==> config.mk <==
export PLATFORM = sky130hd
export DESIGN_NAME = clusterv_wb_dma
export DESIGN_NICKNAME = d
export VERILOG_FILES = /design/src/rtl/clusterv_wb_dma.sv
export SDC_FILE = /design/constraint.sdc
export NUM_CORES = 1
export LEC_CHECK = 0
export ABC_AREA = 0
export CORE_ASPECT_RATIO = 1.4
export CORE_UTILIZATION = 56
export CTS_CLUSTER_DIAMETER = 50
export DETAILED_ROUTE_END_ITERATION = 8
export GPL_TIMING_DRIVEN = 0
export MAX_ROUTING_LAYER = met4
export PLACE_DENSITY_LB_ADDON = 0.08
export SYNTH_ARGS = -nofsm -noshare
export SYNTH_HDL_FRONTEND = slang
export SYNTH_SLANG_ARGS = --single-unit
==> constraint.sdc <==
create_clock -name clock -period 5.51 [get_ports clock]
set_clock_uncertainty 0.15 [all_clocks]
set_input_delay 1.102 -clock clock [delete_from_list [all_inputs] [get_ports clock]]
set_output_delay 1.102 -clock clock [all_outputs]
set_load 0.01 [all_outputs]
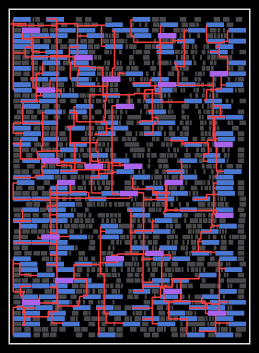
Figure 1: clock network drawn from the DEF.
(2 px per um)
clock drivers -> purple  # count 23
flip-flops -> blue  # count 221
clock wires -> red  # length 2790 um
flops lie = all over the die
Clk. pwr: 1.60 mW
Clock power frac: 0.218
Latency at later pin: 0.51 ns

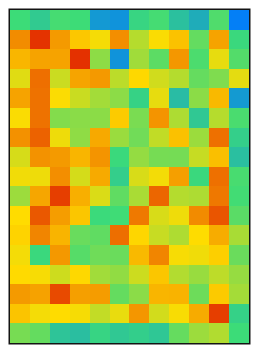
Figure 2: cell area per tile.
(2 px per um) 12 x 17 tiles, from dark blue (low) to red (high), 0 to 100% covered.
fullest tile = 95%
mean over tiles = 68%
tiles over 75% full = 36%
Core ar.: 18800 um^2
Final Util: 0.732
FP Util: 0.577

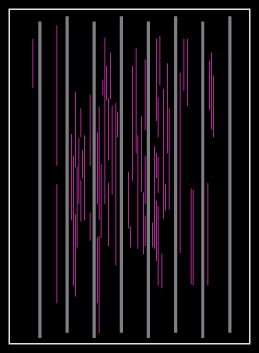
Figure 3: metal 4.
(2 px per um) Supply wires on this layer in grey.
nets with wire on the layer = 37
main direction = vertical
wire length on this layer = 2260 um
share of all routed wire = 6.5%
longest straight run = 89.8 um
Routed WL: 34.9 mm
via count: 9675

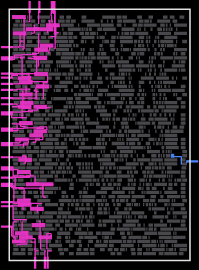
Figure 4: I/O nets highlighted.
(1.5 px per um)
`irq` -> blue  # bits 1, direction output, edge east, end cells 1, wire 12.6 um
`dma_dat_w` -> magenta  # bits 32, direction output, edge 24 west, 5 north, 3 south, end cells 32, wire 999 um
PortBufs: 177
I/O pin count: 213

==> flow_summary.json <==
{
  "status": "finished, final reports clean",
  "cts.sinks": 221,
  "finalWorstSetupSlack_ns": 1.85,
  "worstPathRequired_ns": 5.80,
  "logic_family": "simple AND/OR/NAND/NOR gates",
  "met2_length_mm": 16.3,
  "dr.first_iter.drc_count": 1133,
  "nonClkBufAreaFrac": 0.161,
  "fin_setup_tns_ns": 0,
  "seq_power_share": 0.406,
  "num-multi-input-gates": 696,
  "top_cells_by_area": "dfrtp_1 51%, mux2_2 6.9%, nand2_1 3.7%",
  "worst-path-max-fanout": 10,
  "peakVddDrop_uv": 415,
  "lay_top_count": "dfrtp_1",
  "mux_area_frac": 0.106,
  "final_hold_viol_count": 0,
  "async_flop_share": 1.00,
  "die_h_um": 167,
  "synth_seq_share": 0.511,
  "most_common_cell": "dfrtp_1",
  "buffers": 254,
  "worstSetupStartpointType": "input port",
  "cp_top_family": "buffers and inverters",
  "yosysTopAreaCellShare": 0.511,
  "via_per_inst": 6.47,
  "power_frac_comb": 0.376,
  "drive_gt1_frac": 0.146,
  "seq-power_mw": 2.98
}
Power figures rest on the tool's default switching activity, not on a simulated workload.
